**src/rtl/state_log_reader.sv**
```systemverilog
`default_nettype none
// +----------------------------------------------------------------------------+
// | state_log_reader : snapshots four logged states and streams a byte frame   |
// | Rev 1.0                                                                    |
// +----------------------------------------------------------------------------+
module state_log_reader #(
   parameter int bits = 8
) (
   input  logic            iClk,
   input  logic            iRst_n,
   input  logic [bits-1:0] iCurrentState,
   input  logic [bits-1:0] iPrevState2,
   input  logic [bits-1:0] iPrevState1,
   input  logic [bits-1:0] iPrevState,
   input  logic            iChange,
   input  logic            iReadReq,
   input  logic            iClearAfterRead,
   input  logic            iAbort,
   input  logic            iReady,
   output logic [7:0]      oData,
   output logic            oValid,
   output logic            oBusy,
   output logic            oDone,
   output logic            oClear_n
);
   localparam int         NB        = (bits + 7) / 8;
   localparam int         FRAME_LEN = 1 + 4 * NB;
   localparam int         FW        = FRAME_LEN * 8;
   localparam logic [3:0] LAST_IDX  = 4'(FRAME_LEN - 1);

   typedef enum logic [1:0] {
      IDLE  = 2'd0,
      SEND  = 2'd1,
      CLEAR = 2'd2
   } state_t;

   state_t          r_state, w_state_nxt;
   logic [3:0]      r_idx, w_idx_nxt;
   logic [bits-1:0] r_cur, r_p2, r_p1, r_p;
   logic            r_chg, r_clr;
   logic            w_load, w_valid_nxt, w_done_nxt, w_clear_n_nxt;
   logic [bits-1:0] w_cur, w_p2, w_p1, w_p;
   logic            w_chg;
   logic [FW-1:0]   w_frame;
   logic [7:0]      w_byte;

   always_comb begin
      w_state_nxt   = r_state;
      w_idx_nxt     = r_idx;
      w_load        = 1'b0;
      w_valid_nxt   = 1'b0;
      w_done_nxt    = 1'b0;
      w_clear_n_nxt = 1'b1;
      case (r_state)
         IDLE: begin
            if (iReadReq) begin
               w_load      = 1'b1;
               w_idx_nxt   = 4'd0;
               w_state_nxt = SEND;
               w_valid_nxt = 1'b1;
            end
         end
         SEND: begin
            // Abort wins over both the accept and the hand-off into CLEAR
            if (iAbort) begin
               w_state_nxt = IDLE;
            end else if (iReady) begin
               if (r_idx == LAST_IDX) begin
                  w_done_nxt = 1'b1;
                  if (r_clr) begin
                     w_state_nxt   = CLEAR;
                     w_clear_n_nxt = 1'b0;
                  end else begin
                     w_state_nxt = IDLE;
                  end
               end else begin
                  w_idx_nxt   = r_idx + 4'd1;
                  w_valid_nxt = 1'b1;
               end
            end else begin
               w_valid_nxt = 1'b1;
            end
         end
         CLEAR:   w_state_nxt = IDLE;
         default: w_state_nxt = IDLE;
      endcase
   end

   // Outputs are registered, so the byte presented next cycle is taken from
   // the snapshot as it will be after this edge.
   assign w_cur = w_load ? iCurrentState : r_cur;
   assign w_p2  = w_load ? iPrevState2   : r_p2;
   assign w_p1  = w_load ? iPrevState1   : r_p1;
   assign w_p   = w_load ? iPrevState    : r_p;
   assign w_chg = w_load ? iChange       : r_chg;

   always_comb begin
      w_frame                         = '0;
      w_frame[7:0]                    = {4'hA, 3'b000, w_chg};
      w_frame[8 +: bits]              = w_cur;
      w_frame[8 + NB * 8 +: bits]     = w_p2;
      w_frame[8 + 2 * NB * 8 +: bits] = w_p1;
      w_frame[8 + 3 * NB * 8 +: bits] = w_p;
   end

   always_comb begin
      w_byte = 8'h00;
      for (int k = 0; k < FRAME_LEN; k++) begin
         if (w_idx_nxt == 4'(k)) w_byte = w_frame[k*8 +: 8];
      end
   end

   always_ff @(posedge iClk) begin
      if (!iRst_n) begin
         r_state  <= IDLE;
         r_idx    <= 4'd0;
         r_cur    <= '0;
         r_p2     <= '0;
         r_p1     <= '0;
         r_p      <= '0;
         r_chg    <= 1'b0;
         r_clr    <= 1'b0;
         oData    <= 8'h00;
         oValid   <= 1'b0;
         oBusy    <= 1'b0;
         oDone    <= 1'b0;
         oClear_n <= 1'b1;
      end else begin
         r_state <= w_state_nxt;
         r_idx   <= w_idx_nxt;
         if (w_load) begin
            r_cur <= iCurrentState;
            r_p2  <= iPrevState2;
            r_p1  <= iPrevState1;
            r_p   <= iPrevState;
            r_chg <= iChange;
            r_clr <= iClearAfterRead;
         end
         oData    <= w_valid_nxt ? w_byte : 8'h00;
         oValid   <= w_valid_nxt;
         oBusy    <= (w_state_nxt != IDLE);
         oDone    <= w_done_nxt;
         oClear_n <= w_clear_n_nxt;
      end
   end
endmodule
`default_nettype wire
```
**config.mk**
```make
export PLATFORM = sky130hd
export DESIGN_NAME = state_log_reader
export DESIGN_NICKNAME = d
export VERILOG_FILES = /design/src/rtl/state_log_reader.sv
export SDC_FILE = /design/constraint.sdc
export NUM_CORES = 1
export LEC_CHECK = 0
export ABC_AREA = 1
export CAP_MARGIN = 25
export CORE_MARGIN = 3
export CORE_UTILIZATION = 35
export DETAILED_ROUTE_END_ITERATION = 8
export PLACE_DENSITY = 0.62
export SLEW_MARGIN = 40
export SYNTH_ARGS = -nofsm -noshare
export SYNTH_HDL_FRONTEND = slang
export SYNTH_SLANG_ARGS = --single-unit
```
**constraint.sdc**
```tcl
create_clock -name iClk -period 4.6 [get_ports iClk]
set_clock_uncertainty 0.15 [all_clocks]
set_input_delay 0.92 -clock iClk [delete_from_list [all_inputs] [get_ports iClk]]
set_output_delay 0.92 -clock iClk [all_outputs]
set_load 0.05 [all_outputs]
```
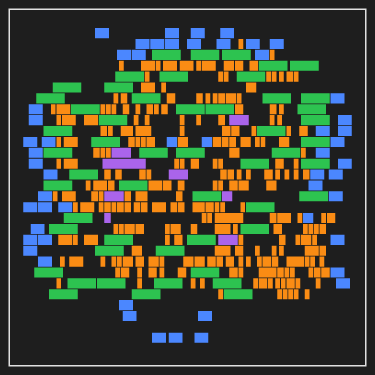
Figure 1: run 1, placement by cell class.
Scale: 4 px per um.
| class | color | cells |
|---|---|---|
| all other logic | orange | 237 |
| flip-flops | green | 52 |
| clock drivers and dummy loads | purple | 8 |
| other buffers and delay cells | blue | 53 |

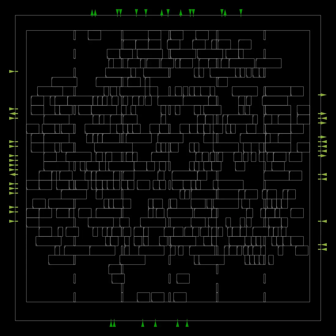
Figure 2: run 1, placement view.
Well Taps: 77
flop share of the area: 0.341
num rows: 29
fill count: 639

==> impl_metrics.py, run 1 <==
# Generated from Yosys and OpenROAD reports
metrics = {
    "run_status": {
        "outcome": "completed",
    },
    "timing": {
        "setup_tns_ps": 0,
        "finalClockPeriodUsage": 0.584,
        "slew_viol_final": 0,
        "rsz0062_at_grt": "false",
        "finalHoldViolations": 0,
        "holdWs_ps": 275,
        "fin_crit_ps": 2690,
        "fmax_ghz": 0.372,
        "tightest_slew_ps": 530,
    },
    "clock_network": {
        "cts_setup_buffers": 0,
        "clock-sinks": 52,
        "cts_tree": "built",
        "ctsRootBufferMaster": "clkbuf_8",
        "htree_levels": 2,
        "cts_hold_buf": 0,
        "clockBufferDepth": 2,
        "cts_resized": 0,
    },
    "power": {
        "intPower_w": 0.000715,
        "p_per_area_nw_per_um2": 316,
        "p_comb_frac": 0.173,
    },
    "final_layout": {
        "area_growth_syn_to_layout_pct": 27.3,
        "fin_nets": 390,
        "lay_top_cells": "dfxtp_1 (52), nor2_1 (51), clkdlybuf4s50_1 (50)",
        "antenna_cells": 0,
        "layout-drive-gt1-share": 0.134,
        "final_common_cell": "dfxtp_1",
    },
    "grt": {
        "first_global_vias": 2023,
        "grt_antenna_before_repair": 0,
        "grt_use_total": 0.148,
        "overflow": 0,
        "grt_max_degree": 26,
        "grt_pass1_wl_mm": 9.11,
    },
    "yosys": {
        "yosys.area_share.aoi": 0.0977,
        "yosys_area_um2": 2400,
        "ys_sh_simple": 0.297,
        "synthMuxAreaShare": 0.0710,
        "numSynthFlops": 52,
        "ys_cells": 299,
        "logic_family": "simple AND/OR/NAND/NOR gates",
        "netlist_area_um2": 2400,
        "synthXorXnorAreaFrac": 0,
        "fp_nets": 340,
        "yosysWarnings": 0,
        "syn_inst": 299,
        "ys_types": 34,
        "synth_area_per_cell_um2": 8.01,
    },
    "hold_path": {
        "hp-class": "reg2reg",
    },
    "setup_path": {
        "critPathArrivalTime_ps": 2800,
        "crit_family": "buffers and inverters",
        "crit_path_end_kind": "register",
        "cp_cell_sequence": "clkdlybuf4s50_1 > nand2_1 > buf_4 > inv_4 > nor2_2 > nand2_2 > nand2_4 > nor2_8 > nand2_2 > o21ai_1 > nor2_1 > nor2_1",
        "critical_path_class": "in2reg",
        "worstPathMaxFanout": 18,
        "worst_ep_required_time_ps": 4710,
        "crit_path_start_kind": "primary input",
    },
    "die": {
        "core_um2": 6490,
        "ioPinCount": 51,
        "die-area_um2": 7870,
        "initCoreUtil": 0.369,
        "die_w_um": 88.7,
    },
    "placement": {
        "gp_congestion": 0.815,
        "port_buffers": 50,
    },
    "routing": {
        "postRouteAntennaNets": 0,
        "dr.pass1.iters": 4,
        "wire_per_inst_um": 12.9,
        "drc": 0,
        "routed_wl_mm": 5.50,
        "first_iter_violations": 65,
    },
    "run": {
        "warnings": 27,
        "max_cap_violations": 0,
    },
}
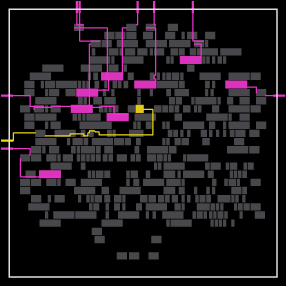
Figure 3: run 1, wires at chosen ports, followed through buffers.
Scale: 3 px per um.
| port | color | bits | direction | edge | end cells | buffers | wire |
|---|---|---|---|---|---|---|---|
| `oData` | magenta | 8 | output | 5 north, 2 west, 1 east | 8 | 8 | 242 um |
| `iChange` | yellow | 1 | input | west | 1 | 1 | 62.6 um |

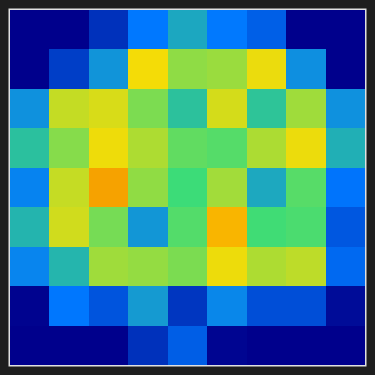
Figure 4: run 1, local utilization.
Scale: 4 px per um. 9 x 9 tiles, from dark blue (low) to red (high), 0 to 100% covered.
fullest tile: 82%
mean over tiles: 38%
tiles over 75% full: 2.5%
nearly empty tiles: 17%

[run 1: final cells by class]
| class | count | area [um^2] |
|---|---|---|
| Timing Repair Buffer | 53 | 523 |
| Sequential cell | 52 | 1040 |
| Clock inverter | 3 | 42.5 |
| Inverter | 36 | 138 |
| Fill cell | 639 | 3440 |
| Tap cell | 77 | 96.3 |
| Clock buffer | 5 | 68.8 |
| Multi-Input combinational cell | 201 | 1140 |
[run 1: power groups by stage]
stage | logic, W | registers, W | clock network [W]
after floorplan | 0.0000954 | 0.000505 | 0
after global placement | 0.000167 | 0.000493 | 0
after detailed placement | 0.000168 | 0.000494 | 0
after CTS | 0.000169 | 0.000483 | 0.000324
after global routing | 0.000184 | 0.000486 | 0.000342
final | 0.000167 | 0.000483 | 0.000316
[run 1: per-stage QoR]
step | instances | setup WS [ps] | area [um^2]
after CTS | 427 | 1910 | 3050
after global routing | 427 | 1690 | 3050
after detailed placement | 419 | 1610 | 2940
final | 427 | 1910 | 3050
after floorplan | 299 | 2460 | 2400
after global placement | 419 | 1640 | 2940
[run 1: sequential cells by signal, indices dropped and copies added (netlist names), 2 cells and up]
name,flops
oData,8
r_cur,8
r_p1,8
r_p2,8
r_p,8
r_idx,4
r_state,2
[run 1: routing by layer]
layer  track usage  vias up  part of all wire
met3        0.0279        5             0.041
met4        0.0371        0             0.010
met1         0.193      927              0.48
li1              -     1064                 -
met5             0        -                 0
met2         0.252       36              0.47
[run 1: final timing paths]
check | start | end | slack [ps] | cells after the start
max | iReadReq | oData[2] | 1910 | 12
min | r_clr | oClear_n | 270 | 1
max reg2reg | r_idx[1] | oData[2] | 2510 | 13
min reg2reg | r_clr | oClear_n | 270 | 1
[run 1: cells in the mapped netlist]
| library cell | n | share of area |
|---|---|---|
| nor2_1 | 51 | 0.080 |
| buf_2 | 1 | 0.0021 |
| nor2_8 | 1 | 0.0084 |
| or2_1 | 1 | 0.0026 |
| dfxtp_1 | 52 | 0.43 |
| nor2_4 | 1 | 0.0047 |
| nor2_2 | 5 | 0.013 |
| inv_1 | 27 | 0.042 |
| mux2i_1 | 17 | 0.071 |
| buf_6 | 1 | 0.0047 |
| o211ai_1 | 2 | 0.0063 |
| inv_2 | 8 | 0.013 |
| buf_8 | 2 | 0.013 |
| nand3_2 | 3 | 0.013 |
| o21a_1 | 14 | 0.044 |
| or2_2 | 7 | 0.018 |
| buf_1 | 1 | 0.0016 |
| a22oi_1 | 1 | 0.0031 |
| nand2_4 | 2 | 0.0094 |
| o21ai_1 | 9 | 0.019 |
| nand3_1 | 24 | 0.050 |
| buf_4 | 2 | 0.0063 |
| a21oi_1 | 4 | 0.0084 |
| nor3_1 | 1 | 0.0021 |
| inv_4 | 1 | 0.0026 |
| nand2_1 | 33 | 0.052 |
| a21oi_2 | 1 | 0.0037 |
| o21ai_2 | 2 | 0.0073 |
| ha_1 | 2 | 0.010 |
| o21ai_0 | 3 | 0.0063 |
| or2_0 | 7 | 0.018 |
| nand2_2 | 5 | 0.013 |
| clkbuf_1 | 3 | 0.0047 |
| nand4_1 | 5 | 0.013 |
==> inputs of run 2 (changes only) <==
==> constraint.sdc (replaced) <==
create_clock -name iClk -period 2.52 [get_ports iClk]
set_clock_uncertainty 0.15 [all_clocks]
set_input_delay 0.504 -clock iClk [delete_from_list [all_inputs] [get_ports iClk]]
set_output_delay 0.504 -clock iClk [all_outputs]
set_load 0.05 [all_outputs]
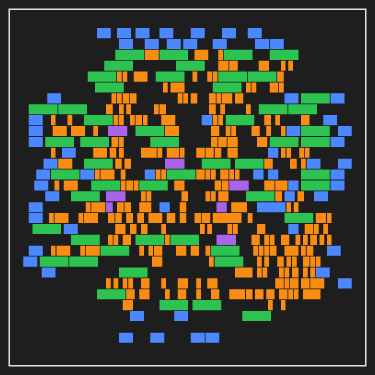
Figure 5: run 2, placement by cell class.
Scale: 4 px per um.
| class | color | cells |
|---|---|---|
| clock drivers and dummy loads | purple | 7 |
| flip-flops | green | 52 |
| all other logic | orange | 237 |
| other buffers and delay cells | blue | 60 |

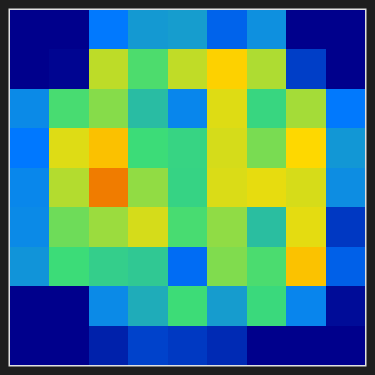
Figure 6: run 2, local utilization.
Scale: 4 px per um. 9 x 9 tiles, from dark blue (low) to red (high), 0 to 100% covered.
emptiest ninth of the die: south-west
fullest tile: 86%
nearly empty tiles: 17%
mean over tiles: 38%
tiles over 75% full: 6.2%

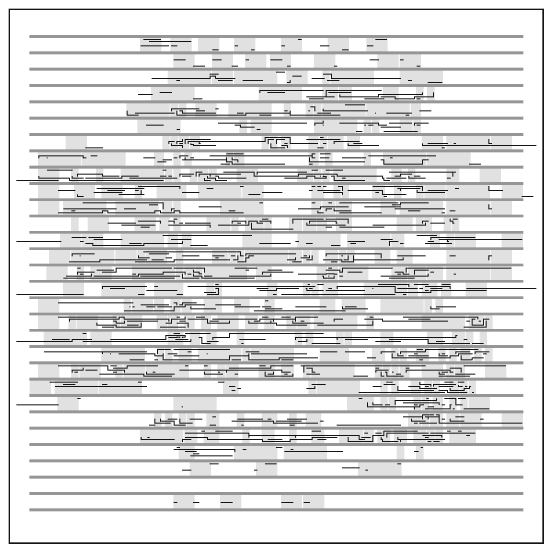
Figure 7: run 2, the metal 1 layer.
Scale: 6 px per um. Supply wires on this layer in gray. Cells faint in the background.
share of all routed wire: 48%
wire length on this layer: 2570 um
nets with wire on the layer: 357

==> impl_metrics.py, run 2 <==
# Generated from Yosys and OpenROAD reports
metrics = {
    "yosys": {
        "post-synth-top-count-cell": "dfxtp_1",
        "yosys_area_um2": 2400,
        "synth_top_area_share": 0.434,
        "synth_area_per_cell_um2": 8.01,
        "synthTopCellsByCount": "dfxtp_1 (52), nor2_1 (51), nand2_1 (33)",
        "synth-async-reset-ratio": 0,
        "ys.flop_type": "dfxtp_1",
        "yosysWarnings": 0,
        "synth_top_cell_by_area": "dfxtp_1",
        "fp_nets": 340,
        "netlist_area_um2": 2400,
        "numSynthFlops": 52,
        "edf_count": 0,
        "area_leaders": "dfxtp_1 (43%), nor2_1 (8.0%), mux2i_1 (7.1%)",
        "seq_area_frac_synth": 0.434,
        "ys_cells": 299,
        "ys_types": 34,
        "syn_inst": 299,
    },
    "power": {
        "finalPower_w": 0.00165,
        "p_per_area_nw_per_um2": 534,
        "intPower_w": 0.00121,
        "p_comb_frac": 0.191,
    },
    "die": {
        "die-area_um2": 7870,
        "initCoreUtil": 0.369,
        "rows": 29,
        "core_um2": 6490,
        "ioPinCount": 51,
        "die_w_um": 88.7,
    },
    "hold_path": {
        "hp-class": "reg2reg",
        "hold_start": "r_clr",
    },
    "grt": {
        "grt_max_degree": 27,
        "grt_antenna_before_repair": 0,
        "overflow": 0,
        "first_global_vias": 1902,
        "grt_pass1_wl_mm": 8.77,
        "grt_use_total": 0.143,
    },
    "final_layout": {
        "area_growth_syn_to_layout_pct": 28.8,
        "lay_top_cells": "dfxtp_1 (52), nor2_1 (51), clkdlybuf4s50_1 (50)",
        "fin_nets": 397,
        "final_common_cell": "dfxtp_1",
        "fin_cells": 433,
        "antenna_cells": 0,
        "layout-drive-gt1-share": 0.149,
    },
    "timing": {
        "setup_tns_ps": 0,
        "rsz0062_at_grt": "false",
        "finalHoldViolations": 0,
        "fmax_ghz": 0.450,
        "finalClockPeriodUsage": 0.882,
        "fin_crit_ps": 2220,
        "slew_viol_final": 0,
        "tightest_slew_ps": 501,
    },
    "routing": {
        "vias": 2031,
        "first_iter_violations": 62,
        "drc": 0,
        "wire_per_inst_um": 12.3,
        "routed_wl_mm": 5.33,
        "dr.pass1.iters": 4,
        "postRouteAntennaNets": 0,
    },
    "clock_network": {
        "cts_resized": 0,
        "clock-sinks": 52,
        "cts_hold_buf": 0,
        "clockBufferDepth": 2,
        "htree_levels": 2,
        "clock_latency_ps": 300,
        "ctsRootBufferMaster": "clkbuf_8",
        "cts_setup_buffers": 0,
        "cts_tree": "built",
    },
    "placement": {
        "gp_congestion": 0.823,
        "port_buffers": 50,
        "placed_cells": 426,
        "dp_hpwl_mm": 3.97,
    },
    "setup_path": {
        "crit_path_end_kind": "register",
        "worstPathMaxFanout": 12,
        "critical_path_class": "in2reg",
        "critPathArrivalTime_ps": 2310,
        "worst_ep_required_time_ps": 2600,
        "crit_path_start_kind": "primary input",
        "rr_startpoint": "r_idx[0]",
        "critPathLaunch": "iReady",
    },
    "run": {
        "warnings": 27,
        "max_cap_violations": 0,
    },
    "run_status": {
        "outcome": "completed",
    },
}
[run 2: cell counts after synthesis]
Identical to the previous run, type by type.
[run 2: stage by stage]
| stage | setup WS (ps) | hold WS (ps) | area, um^2 | util |
|---|---|---|---|---|
| floorplan | 754 | 235 | 2400 | - |
| global placement | 33.3 | 244 | 3000 | 0.463 |
| detailed placement | 8.73 | 244 | 3000 | 0.463 |
| CTS | 306 | 266 | 3090 | 0.475 |
| global route | 105 | 289 | 3090 | 0.475 |
| finish | 298 | 264 | 3090 | 0.475 |
[run 2: layer usage]
metal	track usage	part of all wire
met4	0.0371	0.0075
met5	0	0
met3	0.0307	0.049
met1	0.192	0.48
met2	0.232	0.46
[run 2: critical path: stages]
cell and delay [ps]:
clkdlybuf4s50_1 510, inv_1 90, nor2_2 160, nand3_1 100
nand2_1 60, nand2_1 50, nand2_2 110, inv_2 70
nor2_8 170, buf_4 170, nand3_1 70, o21ai_1 100
nor2_1 70, nor2_1 90
[run 2: power by group through the flow]
stage	logic, W	clock network (W)	registers, W
6_report	0.000315	0.000451	0.000881
5_1_grt	0.000348	0.000505	0.000886
4_1_cts	0.000320	0.000478	0.000881
3_5_place_dp	0.000317	0	0.000901
3_3_place_gp	0.000316	0	0.000899
2_1_floorplan	0.000174	0	0.000922
[run 2: layout make-up]
class	instances	area, um^2
sequential	52	1040
timing repair buffer	60	588
clock buffer	5	68.8
multi-input combinational	201	1140
inverter	36	138
clock inverter	2	12.5
tap	77	96.3
fill	661	3410
[run 2: kinds of logic after synthesis]
group           synth area share
simple gates               0.297
flops                      0.434
buf+inv                   0.0893
compound gates            0.0976
mux                       0.0710
fa+ha+maj                 0.0104
[run 2: worst paths after layout]
check	to	slack (ps)	cells after the start
worst max register to register	oData[2]	420	14
worst min-delay path	oClear_n	260	1
worst min register to register	oClear_n	260	1
worst max-delay path	oData[2]	300	14
==> inputs of run 3 (changes only) <==
==> constraint.sdc (replaced) <==
create_clock -name iClk -period 2.82 [get_ports iClk]
set_clock_uncertainty 0.15 [all_clocks]
set_input_delay 0.564 -clock iClk [delete_from_list [all_inputs] [get_ports iClk]]
set_output_delay 0.564 -clock iClk [all_outputs]
set_load 0.05 [all_outputs]
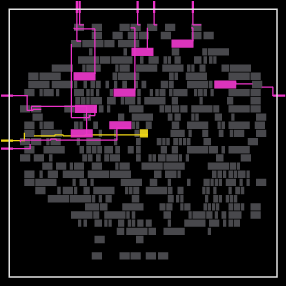
Figure 8: run 3, wires at chosen ports, followed through buffers.
Scale: 3 px per um.
| port | color | bits | direction | edge | end cells | buffers | wire |
|---|---|---|---|---|---|---|---|
| `oData` | magenta | 8 | output | 5 north, 2 west, 1 east | 8 | 8 | 241 um |
| `iChange` | yellow | 1 | input | west | 1 | 1 | 46.0 um |

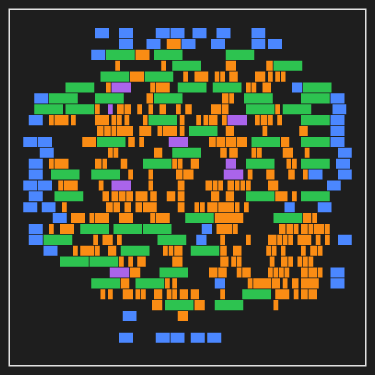
Figure 9: run 3, placement by cell class.
Scale: 4 px per um.
| class | color | cells |
|---|---|---|
| all other logic | orange | 237 |
| flip-flops | green | 52 |
| clock drivers and dummy loads | purple | 8 |
| other buffers and delay cells | blue | 55 |

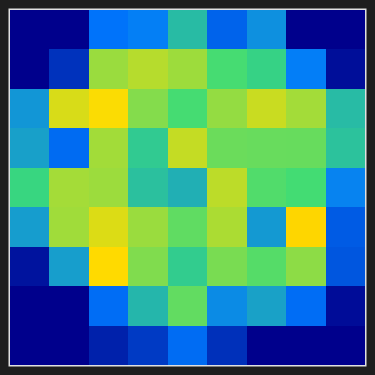
Figure 10: run 3, local utilization.
Scale: 4 px per um. 9 x 9 tiles, from dark blue (low) to red (high), 0 to 100% covered.
fullest tile: 76%
tiles over 75% full: 2.5%
nearly empty tiles: 15%
densest ninth of the die: center

==> impl_metrics.py, run 3 <==
# Generated from Yosys and OpenROAD reports
metrics = {
    "run_status": {
        "outcome": "completed",
    },
    "final_layout": {
        "layout-drive-gt1-share": 0.136,
        "lay_top_cells": "dfxtp_1 (52), nor2_1 (51), clkdlybuf4s50_1 (50)",
        "fin_cells": 429,
        "antenna_cells": 0,
        "area_growth_syn_to_layout_pct": 27.2,
        "final_common_cell": "dfxtp_1",
        "utilization": 0.469,
    },
    "setup_path": {
        "crit_path_end_kind": "register",
        "worst_ep_required_time_ps": 2920,
        "critical_path_class": "in2reg",
        "crit_path_start_kind": "primary input",
        "r2r_slack_ps": 760,
        "crit_family": "simple AND/OR/NAND/NOR gates",
        "max_stage_delay_ps": 510,
        "crit_path_top_delay_cell": "clkdlybuf4s50_1",
        "worstPathMaxFanout": 16,
        "critPathArrivalTime_ps": 2370,
    },
    "yosys": {
        "fp_nets": 340,
        "post-synth-top-count-cell": "dfxtp_1",
        "numSynthFlops": 52,
        "synth-async-reset-ratio": 0,
        "synth_top_cell_by_area": "dfxtp_1",
        "synth_area_per_cell_um2": 8.01,
        "area_leaders": "dfxtp_1 (43%), nor2_1 (8.0%), mux2i_1 (7.1%)",
        "syn_inst": 299,
        "netlist_area_um2": 2400,
        "ys_types": 34,
        "synth_top_area_share": 0.434,
        "seq_area_frac_synth": 0.434,
        "synthTopCellsByCount": "dfxtp_1 (52), nor2_1 (51), nand2_1 (33)",
    },
    "power": {
        "p_per_area_nw_per_um2": 494,
        "finalPower_w": 0.00151,
    },
    "routing": {
        "routed_wl_mm": 5.39,
        "highest-signal-layer": "met4",
        "dr_wl_met2_mm": 2.51,
        "drc": 0,
        "wl_met1_mm": 2.59,
        "wl_met3_um": 268,
        "dr.pass1.iters": 4,
        "vias": 2052,
    },
    "timing": {
        "slew_viol_final": 0,
        "setup_tns_ps": 0,
        "fmax_ghz": 0.440,
        "fin_crit_ps": 2270,
        "finalClockPeriodUsage": 0.805,
    },
    "clock_network": {
        "cts_resized": 0,
        "clock_latency_ps": 300,
        "htree_levels": 2,
        "ctsRootBufferMaster": "clkbuf_8",
        "cts_tree": "built",
    },
    "grt": {
        "grt_use_total": 0.146,
        "overflow": 0,
        "grt_max_degree": 39,
    },
    "die": {
        "initCoreUtil": 0.369,
        "ioPinCount": 51,
        "core_um2": 6490,
        "die_w_um": 88.7,
    },
    "placement": {
        "port_buffers": 50,
        "placed_cells": 421,
        "dp_hpwl_mm": 3.96,
        "gp_congestion": 0.807,
    },
    "hold_path": {
        "hp-class": "reg2reg",
    },
    "run": {
        "max_cap_violations": 0,
    },
}
## run 3: cell counts after synthesis
No cell type changed its count.
## run 3: metal layers
| metal | vias up | track usage |
|---|---|---|
| li1 | 1058 | - |
| met1 | 939 | 0.191 |
| met2 | 53 | 0.244 |
| met3 | 2 | 0.0400 |
| met4 | 0 | 0.0275 |
| met5 | - | 0 |
## run 3: power breakdown
| part | internal [W] | leakage [nW] | switching [W] |
|---|---|---|---|
| clock network | 0.000200 | 0.0445 | 0.000246 |
| logic | 0.000129 | 0.856 | 0.000144 |
| registers | 0.000776 | 0.427 | 0.0000115 |
| total | 0.00111 | 1.33 | 0.000401 |
## run 3: area by class of cell
class                   instances  area, um^2
clock buffers                   7        86.3
clock inverters                 1        7.51
fillers                       657        3450
inverters                      36         138
multi-input cells             201        1140
flip-flops and latches         52        1040
well taps                      77        96.3
repair buffers                 55         538
## run 3: worst reg2reg max path: cells and delay by family, from the launching register on
kind	cells	cell delay [ps]
DFF	1	410
buffers and inverters	2	150
AOI/OAI and AO/OA	1	160
and+or+nand+nor	9	940
adders and majority gates	1	190
## run 3: final timing paths
kind / cells after the start / to / from
max: 13 / oData[4] / iReady
min reg2reg: 1 / oClear_n / r_clr
max reg2reg: 13 / oData[4] / r_idx[1]
min: 1 / oClear_n / r_clr
## run 3: cell families after synthesis
| group | Yosys count | synth area share |
|---|---|---|
| buf+inv | 46 | 0.0893 |
| simple gates | 146 | 0.297 |
| fa+ha+maj | 2 | 0.0104 |
| compound gates | 36 | 0.0976 |
| flops | 52 | 0.434 |
| mux | 17 | 0.0710 |
## run 3: metrics by stage
step                setup slack (ps)  cell area (um^2)  hold slack (ps)
floorplan                       1040              2400              235
global placement                 312              2950              245
detailed placement               247              2950              269
CTS                              547              3050              291
global route                     344              3050              319
finish                           549              3050              286
Power figures rest on the tool's default switching activity, not on a simulated workload.
